### src/rtl/kernel_bank_db_pkg.sv
// Shared types and helpers for the double-buffered KxK kernel weight store.
// Holds default geometry, the loader state encoding and the flipped-index helper.
package kernel_bank_db_pkg;

  localparam int DATA_W_DEF = 8;
  localparam int K_DEF      = 3;

  typedef enum logic {
    LD_LOAD = 1'b0,
    LD_FULL = 1'b1
  } ld_state_t;

  // Row-major position of element (r,c) after a 180-degree rotation of a KxK kernel.
  function automatic int flip_index(input int r, input int c, input int k);
    return (k - 1 - r) * k + (k - 1 - c);
  endfunction

endpackage

### src/rtl/kernel_bank_db_if.sv
// Load / commit / row-read bundle for kernel_bank_db; master drives requests, slave is the store.
// Load uses valid/ready, commit and rd_en are single-cycle strobes.
interface kernel_bank_db_if #(
  parameter int DATA_W = 8,
  parameter int K      = 3
);
  localparam int ROW_W = $clog2(K);

  logic                  load_valid;
  logic [DATA_W-1:0]     load_data;
  logic                  load_ready;
  logic                  shadow_full;
  logic                  commit;
  logic                  flip_in;
  logic                  commit_err;
  logic                  active_valid;
  logic                  rd_en;
  logic [K*DATA_W-1:0]   row_out;
  logic [ROW_W-1:0]      row_idx;
  logic                  row_valid;

  modport master (
    output load_valid, load_data, commit, flip_in, rd_en,
    input  load_ready, shadow_full, commit_err, active_valid, row_out, row_idx, row_valid
  );

  modport slave (
    input  load_valid, load_data, commit, flip_in, rd_en,
    output load_ready, shadow_full, commit_err, active_valid, row_out, row_idx, row_valid
  );

endinterface

### src/rtl/kernel_bank_mem.sv
// One KxK weight bank: registered write port, combinational row read with optional 180-degree flip.
// Write lands next cycle; read is zero-latency; no backpressure (caller owns write enable).
module kernel_bank_mem
  import kernel_bank_db_pkg::*;
#(
  parameter int DATA_W = DATA_W_DEF,
  parameter int K      = K_DEF,
  localparam int KK    = K * K,
  localparam int CNT_W = $clog2(KK),
  localparam int ROW_W = $clog2(K)
) (
  input  logic                clk,
  input  logic                rst,
  input  logic                we,
  input  logic [CNT_W-1:0]    wr_idx,
  input  logic [DATA_W-1:0]   wr_data,
  input  logic [ROW_W-1:0]    rd_row,
  input  logic                rd_flip,
  output logic [K*DATA_W-1:0] rd_data
);

  logic [DATA_W-1:0] mem_q [KK];
  logic [DATA_W-1:0] mem_d [KK];

  always_comb begin
    mem_d = mem_q;
    if (we) begin
      mem_d[wr_idx] = wr_data;
    end
  end

  always_ff @(posedge clk) begin
    if (rst) begin
      mem_q <= '{default: '0};
    end else begin
      mem_q <= mem_d;
    end
  end

  // Column c of the row lands at [c*DATA_W +: DATA_W], column 0 in the LSBs.
  always_comb begin
    rd_data = '0;
    for (int c = 0; c < K; c++) begin
      if (rd_flip) begin
        rd_data[c*DATA_W +: DATA_W] = mem_q[CNT_W'(flip_index(int'(rd_row), c, K))];
      end else begin
        rd_data[c*DATA_W +: DATA_W] = mem_q[CNT_W'(int'(rd_row) * K + c)];
      end
    end
  end

endmodule

### src/rtl/kernel_bank_db.sv
// Double-buffered KxK kernel store: serial shadow load, atomic commit swap, 1-cycle row reads.
// load_ready drops once the shadow holds K*K weights until a commit frees it; reads never stall.
module kernel_bank_db
  import kernel_bank_db_pkg::*;
#(
  parameter int DATA_W = DATA_W_DEF,
  parameter int K      = K_DEF
) (
  input  logic           clk,
  input  logic           rst,
  kernel_bank_db_if.slave bus
);

  localparam int KK    = K * K;
  localparam int CNT_W = $clog2(KK);
  localparam int ROW_W = $clog2(K);

  ld_state_t             ld_state_q, ld_state_d;
  logic [CNT_W-1:0]      wr_cnt_q, wr_cnt_d;
  logic                  bank_sel_q, bank_sel_d;
  logic                  flip_q, flip_d;
  logic                  active_valid_q, active_valid_d;
  logic [ROW_W-1:0]      row_ptr_q, row_ptr_d;
  logic [K*DATA_W-1:0]   row_out_q, row_out_d;
  logic [ROW_W-1:0]      row_idx_q, row_idx_d;
  logic                  row_valid_q, row_valid_d;
  logic                  commit_err_q, commit_err_d;

  logic                  load_fire;
  logic                  rd_fire;
  logic [K*DATA_W-1:0]   bank0_row, bank1_row, active_row;

  assign load_fire  = bus.load_valid && (ld_state_q == LD_LOAD);
  assign rd_fire    = bus.rd_en && active_valid_q;
  assign active_row = bank_sel_q ? bank1_row : bank0_row;

  // The shadow is always the bank not selected as active.
  kernel_bank_mem #(.DATA_W(DATA_W), .K(K)) u_bank0 (
    .clk     (clk),
    .rst     (rst),
    .we      (load_fire && bank_sel_q),
    .wr_idx  (wr_cnt_q),
    .wr_data (bus.load_data),
    .rd_row  (row_ptr_q),
    .rd_flip (flip_q),
    .rd_data (bank0_row)
  );

  kernel_bank_mem #(.DATA_W(DATA_W), .K(K)) u_bank1 (
    .clk     (clk),
    .rst     (rst),
    .we      (load_fire && !bank_sel_q),
    .wr_idx  (wr_cnt_q),
    .wr_data (bus.load_data),
    .rd_row  (row_ptr_q),
    .rd_flip (flip_q),
    .rd_data (bank1_row)
  );

  always_comb begin
    ld_state_d     = ld_state_q;
    wr_cnt_d       = wr_cnt_q;
    bank_sel_d     = bank_sel_q;
    flip_d         = flip_q;
    active_valid_d = active_valid_q;
    row_ptr_d      = row_ptr_q;
    row_out_d      = row_out_q;
    row_idx_d      = row_idx_q;
    row_valid_d    = 1'b0;
    commit_err_d   = 1'b0;

    if (load_fire) begin
      if (wr_cnt_q == CNT_W'(KK - 1)) begin
        ld_state_d = LD_FULL;
        wr_cnt_d   = '0;
      end else begin
        wr_cnt_d = wr_cnt_q + CNT_W'(1);
      end
    end

    // A read in the commit cycle still sees the pre-swap bank, flip and pointer.
    if (rd_fire) begin
      row_valid_d = 1'b1;
      row_idx_d   = row_ptr_q;
      row_out_d   = active_row;
      row_ptr_d   = (row_ptr_q == ROW_W'(K - 1)) ? '0 : row_ptr_q + ROW_W'(1);
    end

    if (bus.commit) begin
      if (ld_state_q == LD_FULL) begin
        bank_sel_d     = ~bank_sel_q;
        active_valid_d = 1'b1;
        flip_d         = bus.flip_in;
        row_ptr_d      = '0;
        wr_cnt_d       = '0;
        ld_state_d     = LD_LOAD;
      end else begin
        commit_err_d = 1'b1;
      end
    end
  end

  always_ff @(posedge clk) begin
    if (rst) begin
      ld_state_q     <= LD_LOAD;
      wr_cnt_q       <= '0;
      bank_sel_q     <= 1'b0;
      flip_q         <= 1'b0;
      active_valid_q <= 1'b0;
      row_ptr_q      <= '0;
      row_out_q      <= '0;
      row_idx_q      <= '0;
      row_valid_q    <= 1'b0;
      commit_err_q   <= 1'b0;
    end else begin
      ld_state_q     <= ld_state_d;
      wr_cnt_q       <= wr_cnt_d;
      bank_sel_q     <= bank_sel_d;
      flip_q         <= flip_d;
      active_valid_q <= active_valid_d;
      row_ptr_q      <= row_ptr_d;
      row_out_q      <= row_out_d;
      row_idx_q      <= row_idx_d;
      row_valid_q    <= row_valid_d;
      commit_err_q   <= commit_err_d;
    end
  end

  assign bus.load_ready   = (ld_state_q == LD_LOAD);
  assign bus.shadow_full  = (ld_state_q == LD_FULL);
  assign bus.commit_err   = commit_err_q;
  assign bus.active_valid = active_valid_q;
  assign bus.row_out      = row_out_q;
  assign bus.row_idx      = row_idx_q;
  assign bus.row_valid    = row_valid_q;

endmodule

### src/flat_wrapper.sv
// flat-port wrapper written by rule: the top's interface ports become plain ports
module kernel_bank_db_flat import kernel_bank_db_pkg::*;
#(
  parameter int DATA_W = DATA_W_DEF,
  parameter int K      = K_DEF
)
  (clk, rst, bus_load_valid, bus_load_data, bus_commit, bus_flip_in, bus_rd_en, bus_load_ready, bus_shadow_full, bus_commit_err, bus_active_valid, bus_row_out, bus_row_idx, bus_row_valid);
  kernel_bank_db_if #(.DATA_W(DATA_W), .K(K)) bus_i ();
  input  logic clk;
  input  logic rst;
  input wire logic [$bits(bus_i.load_valid)-1:0] bus_load_valid;
  input wire logic [$bits(bus_i.load_data)-1:0] bus_load_data;
  input wire logic [$bits(bus_i.commit)-1:0] bus_commit;
  input wire logic [$bits(bus_i.flip_in)-1:0] bus_flip_in;
  input wire logic [$bits(bus_i.rd_en)-1:0] bus_rd_en;
  output wire logic [$bits(bus_i.load_ready)-1:0] bus_load_ready;
  output wire logic [$bits(bus_i.shadow_full)-1:0] bus_shadow_full;
  output wire logic [$bits(bus_i.commit_err)-1:0] bus_commit_err;
  output wire logic [$bits(bus_i.active_valid)-1:0] bus_active_valid;
  output wire logic [$bits(bus_i.row_out)-1:0] bus_row_out;
  output wire logic [$bits(bus_i.row_idx)-1:0] bus_row_idx;
  output wire logic [$bits(bus_i.row_valid)-1:0] bus_row_valid;
  assign bus_i.load_valid = bus_load_valid;
  assign bus_i.load_data = bus_load_data;
  assign bus_i.commit = bus_commit;
  assign bus_i.flip_in = bus_flip_in;
  assign bus_i.rd_en = bus_rd_en;
  assign bus_load_ready = bus_i.load_ready;
  assign bus_shadow_full = bus_i.shadow_full;
  assign bus_commit_err = bus_i.commit_err;
  assign bus_active_valid = bus_i.active_valid;
  assign bus_row_out = bus_i.row_out;
  assign bus_row_idx = bus_i.row_idx;
  assign bus_row_valid = bus_i.row_valid;
  kernel_bank_db #(.DATA_W(DATA_W), .K(K)) u_core (.clk(clk), .rst(rst), .bus(bus_i));
endmodule
### config.mk
export PLATFORM = sky130hd
export DESIGN_NAME = kernel_bank_db_flat
export DESIGN_NICKNAME = d
export VERILOG_FILES = /design/src/rtl/kernel_bank_db_pkg.sv /design/src/rtl/kernel_bank_db_if.sv /design/src/rtl/kernel_bank_mem.sv /design/src/rtl/kernel_bank_db.sv /design/src/flat_wrapper.sv
export SDC_FILE = /design/constraint.sdc
export NUM_CORES = 1
export LEC_CHECK = 0
export ABC_CLOCK_PERIOD_IN_PS = 9000
export CAP_MARGIN = 25
export CORE_AREA = 2 2 137 139
export DETAILED_ROUTE_END_ITERATION = 6
export DIE_AREA = 0 0 139 141
export GPL_TIMING_DRIVEN = 0
export PLACE_DENSITY = 0.86
export SLEW_MARGIN = 20
export SYNTH_ARGS = -nofsm -noshare
export SYNTH_HDL_FRONTEND = slang
export SYNTH_HIERARCHICAL = 1
export SYNTH_SLANG_ARGS = --single-unit
### constraint.sdc
create_clock -name clk -period 9 [get_ports clk]
set_input_delay 0.9 -clock clk [delete_from_list [all_inputs] [get_ports clk]]
set_output_delay 0.9 -clock clk [all_outputs]
set_load 0.01 [all_outputs]
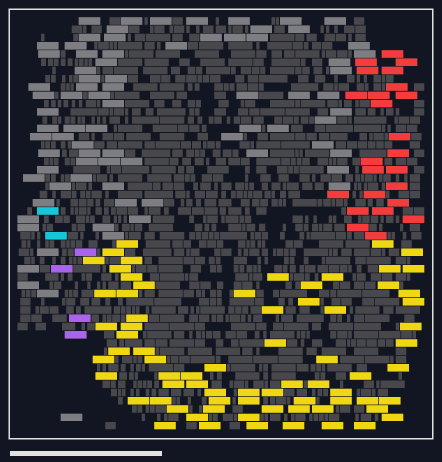
Run 1: sequential cells grouped by signal name
Bar = 50 um. Other sequential cells in the stronger grey, the rest of the logic in the fainter grey.
colour	name in the netlist	flops
red	`u_core/bus.row_out`	24
cyan	`u_core/row_ptr_q`	2
yellow	`u_core/u_bank0/mem_q`	72
purple	`u_core/wr_cnt_q`	4
Seq power: 0.823 mW
sequential cell area share: 27.78%
FF/Latch Area: 0.003643 mm^2
Util after Layout: 71.79%

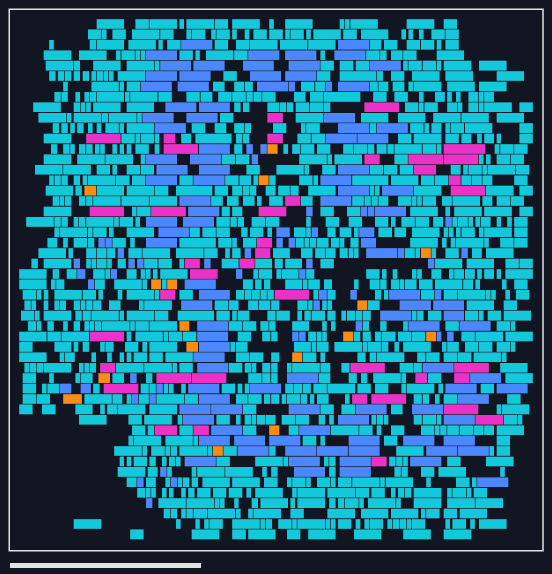
Run 1: cells by drive strength
Bar = 50 um.
colour	size	cells
magenta	drive 6 and up	40
cyan	drive 1 or less	1028
orange	drive 3 to 4	16
blue	drive 2	153
P&R area growth vs syn: 10.57%
Signal buffers: 152
final setup margin: 4.919 ns
final instance area: 0.01311 mm^2

==> notes.md, run 1 <==
run results: status=finished with violations, failing checks=design-rule violations, WL final=40950 um, Max-Cap Viols=0, H-tree level count=4, drt drc=52, area share, top type=30.72%, Setup violations, final=0, clk ins delay skew pair=0.45 ns, die width=139 um, Mean Syn Cell Area=10.14 um^2, DRT antenna net count=0, Worst EP arrival=4.44 ns, synthesized instance count=1170, hold crit path type=register to register, Post-CTS Hold Buffers=0, routed via count=11045, min-delay src=u_core/bus.row_idx[1], Synth top cells by count=204 x mux2i_1, 182 x dfxtp_1, 163 x nor2_1, Final GP Congestion=1.044, largest net degree at the start of global routing=22, Worst Skew=0.01006 ns, reg2reg end=u_core/bus.row_out[8], pwr/cell area=128.1 mW/mm^2, drt first pass iters=7, Global Route Usage Sum=41.49%, Ys Warns=6, Slew @ Worst Pin=1.087 ns, maximum clock rate=245.0 MHz, Clock Sink Count=182, Resize count post-CTS=0, Pleak=4.637 nW, CTS Buf Count=17, CP delay by family, top=buffers and inverters, initial antenna violation count=0, final tally of hold violations=0, area leader, netlist=dfxtp_1, vias in the first global route=10524, Dominant Register Cell=dfxtp_1, Worst Path Max Fanout=11, crit end category=register, Layout Nets=1248, row cnt=50, Top area cell types=dfxtp_1 31%, mux4_2 19%, mux2i_1 17%, post-synthesis async set-or-reset flop share=0%
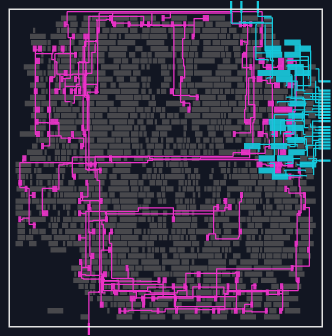
Run 1: I/O nets highlighted
colour	port	direction	edge	end cells	wire
cyan	`bus_row_out`	output	21 right, 3 top	24	663 um
magenta	`rst`	input	bottom	177	2880 um
IO buf count: 35
IO Pins: 45

run 1: through the flow:
step / power (mW) / setup WS, ns / hold WS [ns] / area, um^2
after detailed placement: 0.9169 / 5.094 / 0.4558 / 12500
after CTS: 1.679 / 5.074 / 0.4693 / 13110
after global placement: 0.9138 / 5.176 / 0.4471 / 12500
after global routing: 1.719 / 4.805 / 0.4933 / 13110
after floorplan: 0.8880 / 6.116 / 0.4557 / 11860
final: 1.680 / 4.919 / 0.4672 / 13110
run 1: worst reg2reg max path: cells and delay by family, from the launching register on:
family	cells	cell delay [ns]
AND-OR/OR-AND	4	0.87
AND/OR/NAND/NOR	1	0.26
buffers and inverters	8	1.73
adder cells (fa/ha/maj)	1	0.33
flip-flops	1	0.62
multiplexers	1	0.21
run 1: layer usage:
layer / routed length [um] / part of all wire [%] / track usage [%]
met1: 14580 / 36 / 53.30
met2: 17050 / 42 / 60.51
met3: 6515 / 16 / 15.35
met4: 2806 / 6.9 / 23.92
met5: 0 / 0 / 0
run 1: how the worst max path moves through the flow:
stage	startpoint	to	slack, ns	cells past startpoint
after detailed placement	u_core/row_ptr_q[0]	u_core/bus.row_out[8]	5.09	15
after floorplan	u_core/row_ptr_q[0]	u_core/bus.row_out[18]	6.12	14
after global placement	u_core/row_ptr_q[0]	u_core/bus.row_out[8]	5.18	15
after CTS	u_core/row_ptr_q[0]	u_core/bus.row_out[8]	5.07	15
after global routing	u_core/row_ptr_q[0]	u_core/bus.row_out[8]	4.81	15
final	u_core/row_ptr_q[0]	u_core/bus.row_out[8]	4.92	15
run 1: area by class of cell:
| type | instances | area, um^2 | area share, % |
|---|---|---|---|
| Antenna cell | 1 | 2.502 | 0.01908 |
| Buffer | 117 | 646.9 | 4.933 |
| Clock buffer | 17 | 425.4 | 3.244 |
| Clock inverter | 15 | 182.7 | 1.393 |
| Inverter | 12 | 45.04 | 0.3435 |
| Multi-Input combinational cell | 859 | 7525 | 57.38 |
| Sequential cell | 182 | 3643 | 27.78 |
| Tap cell | 234 | 292.8 | 2.233 |
| Timing Repair Buffer | 35 | 350.3 | 2.672 |
run 1: where the power goes:
group / switching, mW / internal (mW)
combinational: 0.0532 / 0.0276
sequential: 0.0127 / 0.810
clock: 0.375 / 0.401
total: 0.441 / 1.24
run 1: cell usage in the layout, fill, tap and decap left out, drive strengths merged, types with 15 or more instances in the layout:
cell	count
mux2i	204
dfxtp	182
nor2	164
mux4	108
buf	69
nand2	67
a21oi	66
clkbuf	65
o21ai	36
clkdlybuf4s50	35
a211oi	25
o22ai	23
nand3	21
inv	21
a22oi	15
a221o	15
run 1: kinds of logic (layout without fill, tap and decap cells):
logic type / Yosys count / count (layout) / synth area share, %
fa+ha+maj: 10 / 10 / 1.055
simple gates: 318 / 318 / 12.25
mux: 314 / 314 / 38.14
flops: 182 / 182 / 30.72
other cells: 0 / 1 / 0
compound gates: 214 / 214 / 11.78
xor+xnor: 3 / 3 / 0.2216
buf+inv: 129 / 196 / 5.834
## Run 2: what changed since run 1
--- a/config.mk
+++ b/config.mk
@@ -5,13 +5,13 @@
 export SDC_FILE = /design/constraint.sdc
 export NUM_CORES = 1
 export LEC_CHECK = 0
-export ABC_CLOCK_PERIOD_IN_PS = 9000
+export ABC_CLOCK_PERIOD_IN_PS = 3900
 export CAP_MARGIN = 25
-export CORE_AREA = 2 2 137 139
+export CORE_AREA = 2 2 142 144
 export DETAILED_ROUTE_END_ITERATION = 6
-export DIE_AREA = 0 0 139 141
+export DIE_AREA = 0 0 144 146
 export GPL_TIMING_DRIVEN = 0
-export PLACE_DENSITY = 0.86
+export PLACE_DENSITY = 0.81
 export SLEW_MARGIN = 20
 export SYNTH_ARGS = -nofsm -noshare
 export SYNTH_HDL_FRONTEND = slang
==> constraint.sdc (replaced) <==
create_clock -name clk -period 3.9 [get_ports clk]
set_input_delay 0.39 -clock clk [delete_from_list [all_inputs] [get_ports clk]]
set_output_delay 0.39 -clock clk [all_outputs]
set_load 0.01 [all_outputs]
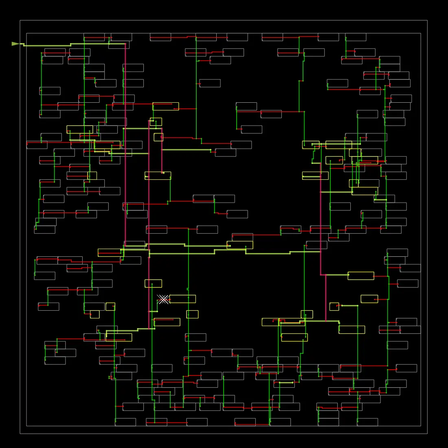
Run 2: clock wiring as the flow saved it
clock group power: 1.79 mW
CTS Buf Count: 17
# clk buffers: 17

==> run 2 against run 1 <==
Against the previous run: the run still ends with design-rule violations left; via count down 2.8%; highest routed layer unchanged; global-route usage shrank 2.9 points; largest cell class unchanged; critical endpoint is now u_core/bus.row_out[18]; power grew 130%; die size increased by 7.3%.
==> notes.md, run 2 <==
run results: status=finished with violations, failing checks=design-rule violations, Pleak=4.631 nW, area leader, netlist=dfxtp_1, Max-Cap Viols=0, Slew @ Worst Pin=1.136 ns, diode count=0, Commonest Layout Cell=mux2i_1, Resize count post-CTS=0, layout cells sized above 1=16.98%, min-delay src=bus_load_data[2], final instance area=0.01315 mm^2, Final GP Congestion=0.9995, post-synthesis async set-or-reset flop share=0%, P&R area growth vs syn=10.90%, reg2reg end=u_core/bus.row_out[18], MI comb area=0.007525 mm^2, Synth flops=182, routed via count=10733, area fraction in mux cells=38.14%, die width=144 um, most frequent cells in the layout=204 x mux2i_1, 181 x dfxtp_1, 163 x nor2_1, IO Pins=45, xor and xnor area share after synthesis=0.2215%, row cnt=51, clk ins delay skew pair=0.45 ns, Setup violations, final=0, WL final=39800 um, Top area cell types=dfxtp_1 31%, mux4_2 19%, mux2i_1 17%, Worst Path Max Fanout=11, Layout Nets=1248, drt drc=5, placement-stage cell area=0.01254 mm^2, pwr/cell area=294.1 mW/mm^2, Global Route Usage Sum=38.54%, crit end category=register, clock buffer depth=2, Post-CTS Hold Buffers=0, Ys Warns=6, hold crit path type=input pin to register, IO buf count=35, hold depth=3, Post-Synth Simple-Gate Area=12.25%, Synth top cells by count=204 x mux2i_1, 182 x dfxtp_1, 163 x nor2_1, main logic family after synthesis=multiplexers, Congestion Overflow GR=0, DRT antenna net count=0, synthesized instance count=1170, Worst EP arrival=4.03 ns, Dominant Register Cell=dfxtp_1, H-tree level count=4, Post-Synth Adder-Cell Area=1.055%, total power=3.868 mW, Mean Syn Cell Area=10.14 um^2, Core Footprint=0.01933 mm^2, Worst Skew=0.01275 ns, area share, top type=30.72%, vias in the first global route=10293, maximum clock rate=269.1 MHz, aoi share=11.78%, initial antenna violation count=1, tool warnings=33, CP Launch Point=u_core/row_ptr_q[0], RSZ-0062 raised after global routing=false, Clock Sink Count=182, Clk pin slew, worst setup/hold paths=0.08 ns, final tally of hold violations=0, drt first pass iters=7, FF/Latch Area=0.003647 mm^2, largest net degree at the start of global routing=22
==> run 2: final cells by class <==
class | instances | area share, %
Multi-Input combinational cell | 859 | 57.21
Tap cell | 265 | 2.521
Buffer | 117 | 4.937
Inverter | 12 | 0.3425
Clock inverter | 15 | 1.360
Sequential cell | 182 | 27.73
Clock buffer | 17 | 3.234
Timing Repair Buffer | 35 | 2.664
==> run 2: cells by family (layout without fill, tap and decap cells) <==
logic type,count (synthesis),count (layout)
flip-flops,182,182
AND/OR/NAND/NOR,318,318
buffers and inverters,129,196
multiplexers,314,314
XOR/XNOR,3,3
AND-OR/OR-AND,214,214
adder cells (fa/ha/maj),10,10
==> run 2: worst max-delay path by stage <==
stage | slack (ns) | depth (start not counted) | end
after floorplan | 1.02 | 14 | u_core/bus.row_out[18]
after global placement | 0.10 | 13 | u_core/bus.row_out[18]
after detailed placement | 0.05 | 13 | u_core/bus.row_out[18]
after CTS | 0.04 | 13 | u_core/bus.row_out[18]
after global routing | 0.09 | 15 | u_core/bus.row_out[8]
final | 0.18 | 13 | u_core/bus.row_out[18]
==> run 2: report_power, final <==
group          switching (mW)  internal [mW]  leakage [nW]
clock network           0.919          0.869         0.294
logic                   0.120         0.0633          2.87
registers              0.0278           1.87          1.47
total                    1.07           2.80          4.63
==> run 2: per-stage QoR <==
stage          worst slack [ns]  hold WS (ns)  utilization, %
6_report                 0.1842        0.3329           68.03
5_1_grt                 0.08935        0.3636           68.03
4_1_cts                 0.03911        0.3124           67.99
3_5_place_dp            0.05032        0.4592           64.87
3_3_place_gp             0.1027        0.4546           64.87
2_1_floorplan             1.016        0.4557               -
==> run 2: worst max-delay path: cells and delay by family, from the launching register on <==
kind,cells,cell delay (ns)
flip-flops,1,0.44
adder cells (fa/ha/maj),1,0.31
AND-OR/OR-AND,2,0.30
multiplexers,3,0.93
buffers and inverters,7,1.57
==> run 2: routing by layer <==
layer  global-route usage, %  vias to the layer above  wire length [um]  part of all wire, %
met5                       0                        -                 0                    0
met4                   15.29                        0              1593                  4.0
met3                   13.43                      150              6163                   15
met2                   54.90                      916             16770                   42
met1                   53.84                     5147             15280                   38
li1                        -                     4520                 -                    -
## Run 3: what changed since run 2
==> constraint.sdc (replaced) <==
create_clock -name clk -period 3.9 [get_ports clk]
set_input_delay 0.39 -clock clk [delete_from_list [all_inputs] [get_ports clk]]
set_output_delay 0.39 -clock clk [all_outputs]
set_load 0.05 [all_outputs]
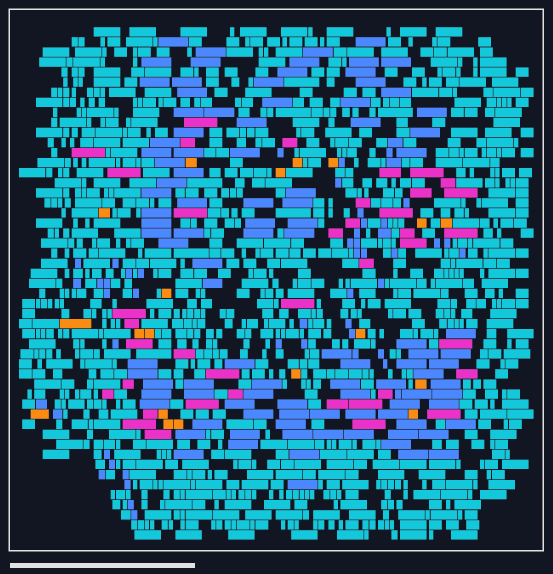
Run 3: cells by drive strength
Bar = 50 um.
colour	size	cells
cyan	drive 1 or less	1027
blue	drive 2	152
magenta	drive 6 and up	39
orange	drive 3 to 4	19
final instance area: 0.01315 mm^2
final setup margin: 0.1842 ns

==> run 3 against run 2 <==
Against the previous run: the run still ends with design-rule violations left; clock power is essentially flat; sequential power is essentially flat; clock skew is the same; largest power group unchanged.
==> notes.md, run 3 <==
run results: synthesized instance count=1170, WL final=39800 um, area leader, netlist=dfxtp_1, Clk pin slew, worst setup/hold paths=0.08 ns, Setup violations, final=0, final tally of hold violations=0, min-delay src=bus_load_data[2], most frequent cells in the layout=204 x mux2i_1, 181 x dfxtp_1, 163 x nor2_1, DR vias/cell=7.146, row cnt=51, Util after Layout=68.03%, setup TNS=0 ns, drt drc=5, max-slew violations=0, clock buffer depth=2, pwr/cell area=294.2 mW/mm^2, Startpoint Class=register, IO Pins=45, first-pass GRT wire length=60620 um, status=finished with violations, diode count=0, Period minus WS final=3.716 ns, Core Footprint=0.01933 mm^2, Worst Skew=0.01275 ns, initial antenna violation count=1, Crit path top cell by count=buf_6, WL per Instance=26.50 um, Cell Count, Final, Fillers Out=1502, die width=144 um, Clock Sink Count=182, Worst EP arrival=4.03 ns, Congestion Overflow GR=0, Max-Cap Viols=0, clk ins delay skew pair=0.45 ns, crit end category=register, IO buf count=35, worst path buffer plus inverter count=7, H-tree level count=4, largest net degree at the start of global routing=22, area share, top type=30.72%, Rel. slew slack=24.28%, maximum clock rate=269.1 MHz, layout cells sized above 1=16.98%, post-synthesis async set-or-reset flop share=0%, hold crit path type=input pin to register, Ys Warns=6, drt first pass iters=7, CP Launch Point=u_core/row_ptr_q[0], Global Route Usage Sum=38.54%, RR Startpoint=u_core/row_ptr_q[0], Synth flops=182, CTS tree=built, Top area cell types=dfxtp_1 31%, mux4_2 19%, mux2i_1 17%, Chip Area=0.02102 mm^2, yosys stat cell total=1170, CP peak stage delay=0.44 ns, Syn Std Cell Area=0.01186 mm^2, sequential share of the synthesized area=30.72%, Required @ worst endpoint=4.21 ns, Commonest Layout Cell=mux2i_1, Slew @ Worst Pin=1.136 ns, yosys synthesis chip area=0.01186 mm^2, chip height=146 um, P&R area growth vs syn=10.90%, CTS Buf Count=17, RSZ-0062 raised after global routing=false, routed via count=10733, Synth top cells by count=204 x mux2i_1, 182 x dfxtp_1, 163 x nor2_1, vias in the first global route=10293, CP delay by family, top=buffers and inverters, Synth top cell by count=mux2i_1, Pleak=4.631 nW, Mean Syn Cell Area=10.14 um^2, Worst Path Max Fanout=11, dpl ws=0.05032 ns, Post-Syn Nets=1194, Layout Nets=1248, Post-CTS Hold Buffers=0, Initial DRC Count=1776, period utilisation layout=95.28%, tool warnings=33, Dominant Register Cell=dfxtp_1, DRT antenna net count=0, failing checks=design-rule violations, Final GP Congestion=0.9995
-- run 3: cell counts after synthesis --
No cell type changed its count.
-- run 3: worst reg2reg max path, stage by stage, from the launching register on --
cell      delay (ns)
dfxtp_4         0.44
buf_6           0.22
buf_6           0.20
clkbuf_4        0.30
inv_1           0.11
ha_1            0.31
buf_6           0.15
buf_2           0.26
buf_2           0.38
mux4_2          0.36
mux2i_1         0.16
o21ai_0         0.17
mux2i_1         0.41
a211oi_1        0.13
-- run 3: cell families (layout without fill, tap and decap cells) --
group	count (synthesis)	after routing	synth area share, %
buffers and inverters	129	196	5.834
adders and majority gates	10	10	1.055
xor gates and xnor gates	3	3	0.2216
muxes	314	314	38.14
DFF	182	182	30.72
AOI/OAI and AO/OA	214	214	11.78
and+or+nand+nor	318	318	12.25
-- run 3: metrics by stage --
step | hold WS (ns) | area (um^2) | total power [mW]
4_1_cts | 0.3124 | 13150 | 3.868
6_report | 0.3329 | 13150 | 3.870
2_1_floorplan | 0.4557 | 11860 | 2.051
3_3_place_gp | 0.4546 | 12540 | 2.113
5_1_grt | 0.3636 | 13150 | 3.956
3_5_place_dp | 0.4592 | 12540 | 2.118
-- run 3: repair_timing --
action,4_1_cts,5_1_grt
buffers inserted,0,0
endpoints found under the setup margin,0,21
resized,0,3
-- run 3: area by class of cell --
class | count | area (um^2)
sequential | 182 | 3647
buffer | 117 | 649.4
fill | 1499 | 6182
timing repair buffer | 35 | 350.3
tap | 265 | 331.6
inverter | 12 | 45.04
multi-input combinational | 859 | 7525
clock inverter | 15 | 178.9
clock buffer | 17 | 425.4
-- run 3: power breakdown --
part / total, mW / internal, mW / switching, mW / leakage [nW]
combinational: 0.185 / 0.0633 / 0.122 / 2.87
sequential: 1.90 / 1.87 / 0.0278 / 1.47
clock: 1.79 / 0.869 / 0.919 / 0.294
-- run 3: final timing paths --
path | to | slack [ns] | cells past startpoint
max | u_core/bus.row_out[18] | 0.18 | 13
max reg2reg | u_core/bus.row_out[18] | 0.18 | 13
min reg2reg | u_core/bus.row_idx[0] | 0.47 | 2
min | u_core/u_bank1/mem_q[10] | 0.33 | 3
-- run 3: routing by layer --
metal / up-vias / track usage (%) / wire length (um)
met5: - / 0 / 0
met4: 0 / 15.29 / 1593
met3: 150 / 13.43 / 6163
met2: 916 / 54.90 / 16770
met1: 5147 / 53.84 / 15280
li1: 4520 / - / -
Power and IR drop assume default switching activity.
